**src/rtl/mac_arbiter_pkg.sv**
```systemverilog
// Shared parameters and types for the multiply-add arbiter slice.
package q2par;

   localparam int unsigned Width       = 8;
   localparam int unsigned NUM_REQ     = 4;
   localparam int unsigned MAC_LATENCY = 2;

   typedef enum logic [1:0] {
      IDLE,
      RUN,
      DRAIN
   } arb_state_t;

   typedef logic [$clog2(NUM_REQ)-1:0] tag_t;

endpackage

```
**src/rtl/mac_arbiter_pipe.sv**
```systemverilog
// Two-stage unsigned a*b+c datapath with a valid bit and requester tag
// carried alongside the data. No arbitration logic lives here.
module mac_pipe
   import q2par::*;
#(
   parameter int unsigned WIDTH = Width,
   parameter int unsigned TAG_W = $bits(tag_t)
) (
   input  logic                   clk,
   input  logic                   rst,
   input  logic                   in_valid,
   input  logic [WIDTH-1:0]       in_a,
   input  logic [WIDTH-1:0]       in_b,
   input  logic [WIDTH-1:0]       in_c,
   input  logic [TAG_W-1:0]       in_tag,
   output logic [MAC_LATENCY-1:0] stage_valid,
   output logic [TAG_W-1:0]       out_tag,
   output logic [2*WIDTH-1:0]     out_data
);

   logic [2*WIDTH-1:0] prod_q;
   logic [2*WIDTH-1:0] c_q;
   logic [TAG_W-1:0]   tag_q;

   // Valid bits advance one stage per clock; reset drops everything in flight.
   always_ff @(posedge clk) begin
      if (rst) begin
         stage_valid <= '0;
      end else begin
         stage_valid <= {stage_valid[MAC_LATENCY-2:0], in_valid};
      end
   end

   // Stage 1: full-width product, zero-extended addend and tag.
   always_ff @(posedge clk) begin
      if (rst) begin
         prod_q <= '0;
         c_q    <= '0;
         tag_q  <= '0;
      end else if (in_valid) begin
         prod_q <= (2*WIDTH)'(in_a) * (2*WIDTH)'(in_b);
         c_q    <= (2*WIDTH)'(in_c);
         tag_q  <= in_tag;
      end
   end

   // Stage 2: final sum; holds its value when no operation arrives.
   always_ff @(posedge clk) begin
      if (rst) begin
         out_data <= '0;
         out_tag  <= '0;
      end else if (stage_valid[0]) begin
         out_data <= prod_q + c_q;
         out_tag  <= tag_q;
      end
   end

endmodule

```
**src/rtl/mac_arbiter.sv**
```systemverilog
// Round-robin arbiter sharing one pipelined multiply-add among NUM_REQ
// requesters, with run/drain/idle control.
// Optional per-requester transfer counters: define MAC_ARBITER_STATS_EN.
module mac_arbiter #(
   parameter int unsigned WIDTH   = q2par::Width,
   parameter int unsigned NUM_REQ = q2par::NUM_REQ
) (
   input  logic                     clk,
   input  logic                     rst,
   input  logic                     en,
   input  logic [NUM_REQ-1:0]       req_valid,
   output logic [NUM_REQ-1:0]       req_ready,
   input  logic [NUM_REQ*WIDTH-1:0] req_a,
   input  logic [NUM_REQ*WIDTH-1:0] req_b,
   input  logic [NUM_REQ*WIDTH-1:0] req_c,
   output logic [NUM_REQ-1:0]       rsp_valid,
   output logic [2*WIDTH-1:0]       rsp_data,
`ifdef MAC_ARBITER_STATS_EN
   output logic [NUM_REQ*16-1:0]    grant_cnt,
`endif
   output logic                     busy,
   output logic                     idle
);

   import q2par::*;

   localparam int unsigned TW = $clog2(NUM_REQ);

   arb_state_t             state, state_nxt;
   logic [TW-1:0]          rr_ptr;
   logic [TW-1:0]          idx;
   logic [TW-1:0]          gidx;
   logic                   gvalid;
   logic [NUM_REQ-1:0]     grant;
   logic                   xfer;
   logic [MAC_LATENCY-1:0] stage_valid;
   logic [TW-1:0]          rsp_tag;

   // Rotating-priority search from rr_ptr upward, wrapping; grants only in RUN.
   always_comb begin
      idx    = '0;
      gidx   = '0;
      gvalid = 1'b0;
      grant  = '0;
      for (int unsigned k = 0; k < NUM_REQ; k++) begin
         idx = TW'((32'(rr_ptr) + k) % NUM_REQ);
         if (!gvalid && req_valid[idx]) begin
            gvalid = 1'b1;
            gidx   = idx;
         end
      end
      if (state == RUN && gvalid) begin
         grant[gidx] = 1'b1;
      end
   end

   assign req_ready = grant;
   assign xfer      = |grant;

   // Pointer moves past the requester just served.
   always_ff @(posedge clk) begin
      if (rst) begin
         rr_ptr <= '0;
      end else if (xfer) begin
         rr_ptr <= (32'(gidx) == NUM_REQ - 1) ? '0 : gidx + 1'b1;
      end
   end

   // State register.
   always_ff @(posedge clk) begin
      if (rst) begin
         state <= IDLE;
      end else begin
         state <= state_nxt;
      end
   end

   // Next state; DRAIN leaves once nothing sits ahead of the last stage,
   // so the pipe is empty right after this edge.
   always_comb begin
      state_nxt = state;
      unique case (state)
         IDLE:    if (en) state_nxt = RUN;
         RUN:     if (!en) state_nxt = DRAIN;
         DRAIN: begin
            if (en) begin
               state_nxt = RUN;
            end else if (~|stage_valid[MAC_LATENCY-2:0]) begin
               state_nxt = IDLE;
            end
         end
         default: state_nxt = IDLE;
      endcase
   end

   mac_pipe #(
      .WIDTH (WIDTH),
      .TAG_W (TW)
   ) u_pipe (
      .clk         (clk),
      .rst         (rst),
      .in_valid    (xfer),
      .in_a        (req_a[gidx*WIDTH +: WIDTH]),
      .in_b        (req_b[gidx*WIDTH +: WIDTH]),
      .in_c        (req_c[gidx*WIDTH +: WIDTH]),
      .in_tag      (gidx),
      .stage_valid (stage_valid),
      .out_tag     (rsp_tag),
      .out_data    (rsp_data)
   );

   // One-hot response valid from the last-stage tag.
   always_comb begin
      rsp_valid = '0;
      for (int unsigned i = 0; i < NUM_REQ; i++) begin
         rsp_valid[i] = stage_valid[MAC_LATENCY-1] && (rsp_tag == TW'(i));
      end
   end

   assign busy = (state == RUN) | (|stage_valid);
   assign idle = (state == IDLE) & ~busy;

`ifdef MAC_ARBITER_STATS_EN
   // Saturating per-requester transfer counters.
   always_ff @(posedge clk) begin
      if (rst) begin
         grant_cnt <= '0;
      end else begin
         for (int unsigned i = 0; i < NUM_REQ; i++) begin
            if (grant[i] && grant_cnt[i*16 +: 16] != 16'hFFFF) begin
               grant_cnt[i*16 +: 16] <= grant_cnt[i*16 +: 16] + 16'd1;
            end
         end
      end
   end
`endif

endmodule

```
**config.mk**
```make
export PLATFORM = sky130hd
export DESIGN_NAME = mac_arbiter
export DESIGN_NICKNAME = d
export VERILOG_FILES = /design/src/rtl/mac_arbiter_pkg.sv /design/src/rtl/mac_arbiter_pipe.sv /design/src/rtl/mac_arbiter.sv
export SDC_FILE = /design/constraint.sdc
export NUM_CORES = 1
export LEC_CHECK = 0
export CORE_MARGIN = 5
export CORE_UTILIZATION = 55
export DETAILED_ROUTE_END_ITERATION = 10
export PLACE_DENSITY_LB_ADDON = 0.3
export SLEW_MARGIN = 10
export SYNTH_ARGS = -nofsm -noshare
export SYNTH_HDL_FRONTEND = slang
export SYNTH_SLANG_ARGS = --single-unit
```
**constraint.sdc**
```tcl
create_clock -name clk -period 11.7 [get_ports clk]
set_input_delay 2.925 -clock clk [delete_from_list [all_inputs] [get_ports clk]]
set_output_delay 2.925 -clock clk [all_outputs]
set_load 0.1 [all_outputs]
```
Fig. 1: placement view
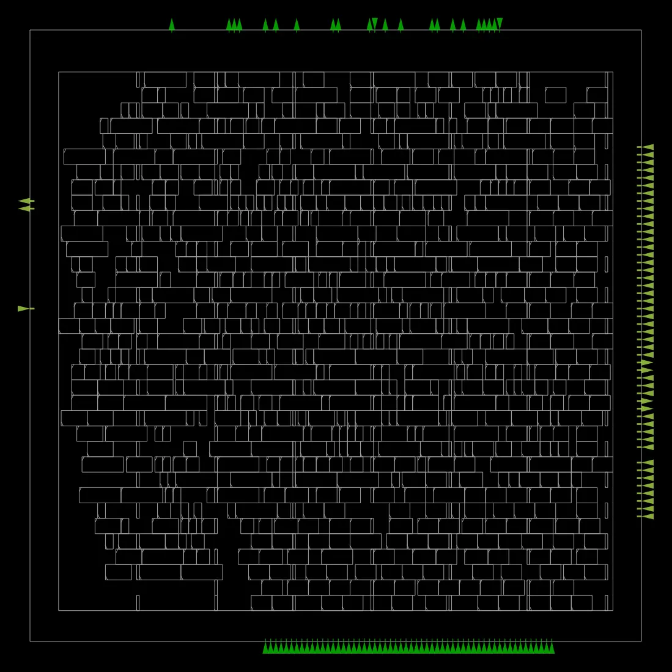
sequential share of cell area: 0.149
Core Util, Final: 0.720
tap cells: 129
Core Rows: 35

Fig. 2: pin placement
(4 px per um) Pins as bars across the die edge, other pins in gray.
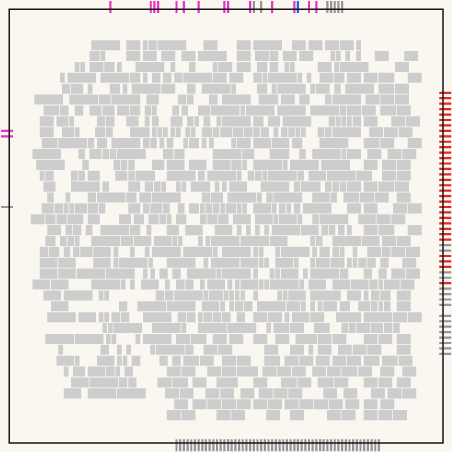
rsp_data: shown in magenta, pins 16, direction output, edge 14 top, 2 left. req_c: shown in red, pins 32, direction input, edge right. busy: shown in blue, pins 1, direction output, edge top.

Fig. 3: nets reached from selected ports
(2 px per um)
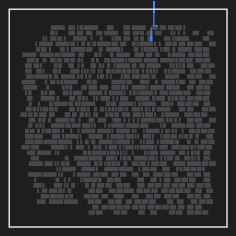
busy: shown in blue, bits 1, direction output, end cells 1, buffers 1, wire 13.9 um.

Fig. 4: logic cells by family
(4 px per um)
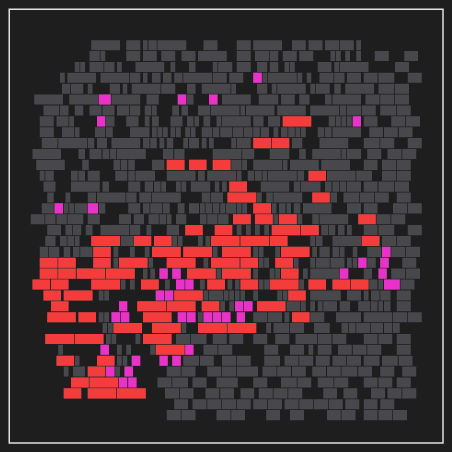
and/or cells: shown in magenta, cells 40, most used or2_1. fa/ha/maj cells: shown in red, cells 85, most used ha_1.

Fig. 5: drive-strength map
(4 px per um)
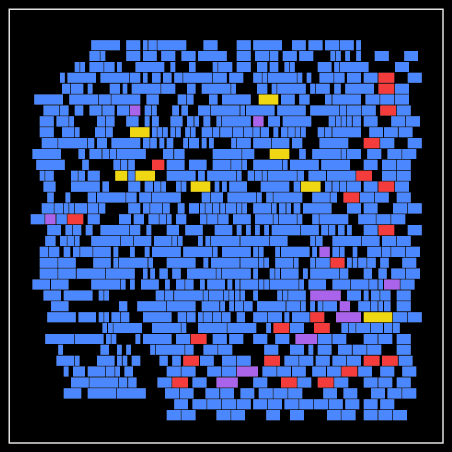
_6 and larger: shown in yellow, cells 8. _2 cells: shown in red, cells 23. _0 and _1 cells: shown in blue, cells 677. _3 and _4 cells: shown in purple, cells 11.

==> job_summary.md <==
### Metrics collected by this job

| Metric | Value |
|---|---|
| GR Util All Layers | `0.240` |
| CTS tree | `yes` |
| Sequential cell count | `50` |
| Layout cells sized above 1 | `0.0584` |
| Worst Hold Launch | `u_pipe.prod_q[7]` |
| DRT Pass-1 Iters | `5` |
| Fin Setup TNS | `0 ns` |
| Final nets | `906` |
| Internal | `0.720 mW` |
| Initial antenna violation count | `0` |
| P_comb | `1.04 mW` |
| R2R depth | `18` |
| Hold_buf cts | `0` |
| M1 WL | `5.61 mm` |
| Late-Pin Clk Latency | `0.31 ns` |
| Switching power | `0.638 mW` |
| Hold crit path type | `flip-flop to flip-flop` |
| Antenna viol nets, final | `0` |
| Drc violations | `0` |
| Hold EP | `u_pipe.prod_q[7]` |
| Routing usage on met3 | `0.0316` |
| TritonCTS Buffers | `5` |
| Layout area overhead | `26.9%` |
| Placer Congestion | `0.876` |
| Final wirelength | `13.6 mm` |
| Reg2reg setup slack | `5.62 ns` |
| Largest net degree at the start of global routing | `54` |
| Clock Tree Root | `clkbuf_8` |
| Delay-heaviest family, CP | `buffers and inverters` |
| Slew @ Worst Pin | `0.980 ns` |
| Non-clock buffering overhead | `0.195` |
| Mapped Area | `5290 um2` |
| Period utilisation layout | `0.774` |
| Log Warnings | `29` |
| Detailed-placement wirelength estimate | `11.1 mm` |
| Logic pwr share | `0.766` |
| Die width | `108 um` |
| Sequential power | `0.209 mW` |
| N_diodes | `0` |
| Crit path DRT | `8.78 ns` |
| Ys cells | `603` |
| Post-Synthesis Cells | `603` |
| Worst Hold Path Cells | `2` |
| Chip Area | `11700 um2` |
| Synth flops | `50` |
| Post-CTS setup buffers | `0` |
| CTS sink cnt | `50` |
| Total number of vias | `4728` |
| Asr flop ratio synth | `0` |
| Number of fill cells in the layout | `727` |
| Power Dens Cells | `202 nW/um2` |
| Leakage | `2.86 nW` |
| Syn Nets | `791` |
| Fin. max-slew vios | `0` |
| Post-CTS sizing | `0` |
| Combinational gate area | `3910 um2` |
| Die height | `108 um` |
| Slew headroom | `0.345` |
| Synth cell types | `55` |
| Yosys synthesis chip area | `5290 um2` |
| Inverters | `60` |
| Fp_density | `0.567` |
| Yosys warnings | `0` |
| First-pass GRT wire length | `23.1 mm` |
| Status | `complete, no violations` |
| Mi-comb count | `469` |
| Worst R2R End | `u_pipe.prod_q[15]` |
| Endpoints failing setup | `0` |
| Crit path cell chain | `clkdlybuf4s50_1 -> nor2b_1 -> o221ai_1 -> nand2_8 -> inv_1 -> ha_1 -> and2_1 -> clkdlybuf4s50_1` |
| Finished Layout Cells | `848` |
-- worst reg2reg max path, stage by stage, from the launching register on --
cell and delay [ns]:
dfxtp_1 0.37, a21o_1 0.17, a21oi_1 0.13, o22a_1 0.48, buf_4 0.36, mux2_2 0.48, or2_1 0.27, fa_1 0.56
fa_1 0.44, fa_1 0.52, fa_1 0.55, inv_1 0.04, ha_1 0.33, o21a_1 0.12, o31a_1 0.12, o32ai_1 0.53
o21ai_0 0.19, xnor2_1 0.21, a21oi_1 0.08
-- worst max-delay path by stage --
stage | end | slack [ns] | cells after the start
floorplan | u_pipe.prod_q[14] | 3.60 | 20
global placement | u_pipe.prod_q[15] | 2.75 | 19
detailed placement | u_pipe.prod_q[15] | 2.53 | 19
CTS | req_ready[0] | 2.63 | 8
global route | req_ready[2] | 2.49 | 8
finish | req_ready[0] | 2.64 | 8
-- per-stage QoR --
stage          hold slack (ns)  cell area (um2)  setup WS [ns]  total power, mW   util
2_1_floorplan            0.436             5290           3.60             1.04      -
4_1_cts                  0.470             6710           2.63             1.37  0.720
3_5_place_dp             0.457             6610           2.53             1.25  0.709
6_report                 0.470             6710           2.64             1.36  0.720
3_3_place_gp             0.447             6610           2.75             1.22  0.709
5_1_grt                  0.488             6710           2.49             1.53  0.720
-- cell usage after synthesis (all sizes together) (3+ instances only) --
| master | count | area [um2] |
|---|---|---|
| and3 | 3 | 18.8 |
| mux2 | 23 | 270 |
| a211o | 4 | 35.0 |
| nor3 | 4 | 20.0 |
| inv | 60 | 225 |
| o22ai | 3 | 18.8 |
| o21ai | 21 | 105 |
| o21a | 8 | 60.1 |
| mux2i | 54 | 541 |
| a21oi | 30 | 150 |
| ha | 48 | 601 |
| and2 | 6 | 37.5 |
| or2 | 26 | 163 |
| clkbuf | 17 | 63.8 |
| nand4 | 5 | 31.3 |
| buf | 7 | 91.3 |
| xnor2 | 9 | 78.8 |
| nor4 | 3 | 18.8 |
| nand3 | 20 | 100 |
| a21o | 7 | 52.6 |
| nand2 | 35 | 148 |
| fa | 37 | 741 |
| xor2 | 8 | 70.1 |
| nor2 | 66 | 248 |
| a211oi | 10 | 75.1 |
| nand2b | 5 | 31.3 |
| dfxtp | 50 | 1000 |
| nor2b | 7 | 43.8 |
-- cells by family (layout without fill, tap and decap cells) --
group,after synthesis,in the layout,share of synthesized area
xor gates and xnor gates,17,17,0.0281
DFF,50,50,0.189
adders and majority gates,85,85,0.254
AOI/OAI and AO/OA,101,101,0.128
buffers and inverters,84,200,0.0719
muxes,77,77,0.153
and+or+nand+nor,189,189,0.176
-- cells in the final DEF, fill, tap and decap left out, drive strengths merged, types with 6 or more instances in the layout --
master and n:
a211oi 10, a21o 7, a21oi 30, and2 6
clkbuf 6, clkdlybuf4s50 128, dfxtp 50, fa 37
ha 48, inv 61, mux2 23, mux2i 54
nand2 35, nand3 20, nor2 66, nor2b 7
o21a 8, o21ai 21, or2 26, xnor2 9
xor2 8
-- registers in the layout (all words and copies together), names as in the netlist --
signal	flops
u_pipe.tag_q	2
rr_ptr	2
u_pipe.out_data	16
u_pipe.stage_valid	2
u_pipe.c_q	8
state	2
u_pipe.out_tag	2
u_pipe.prod_q	16
Power figures rest on the tool's default switching activity, not on a simulated workload.
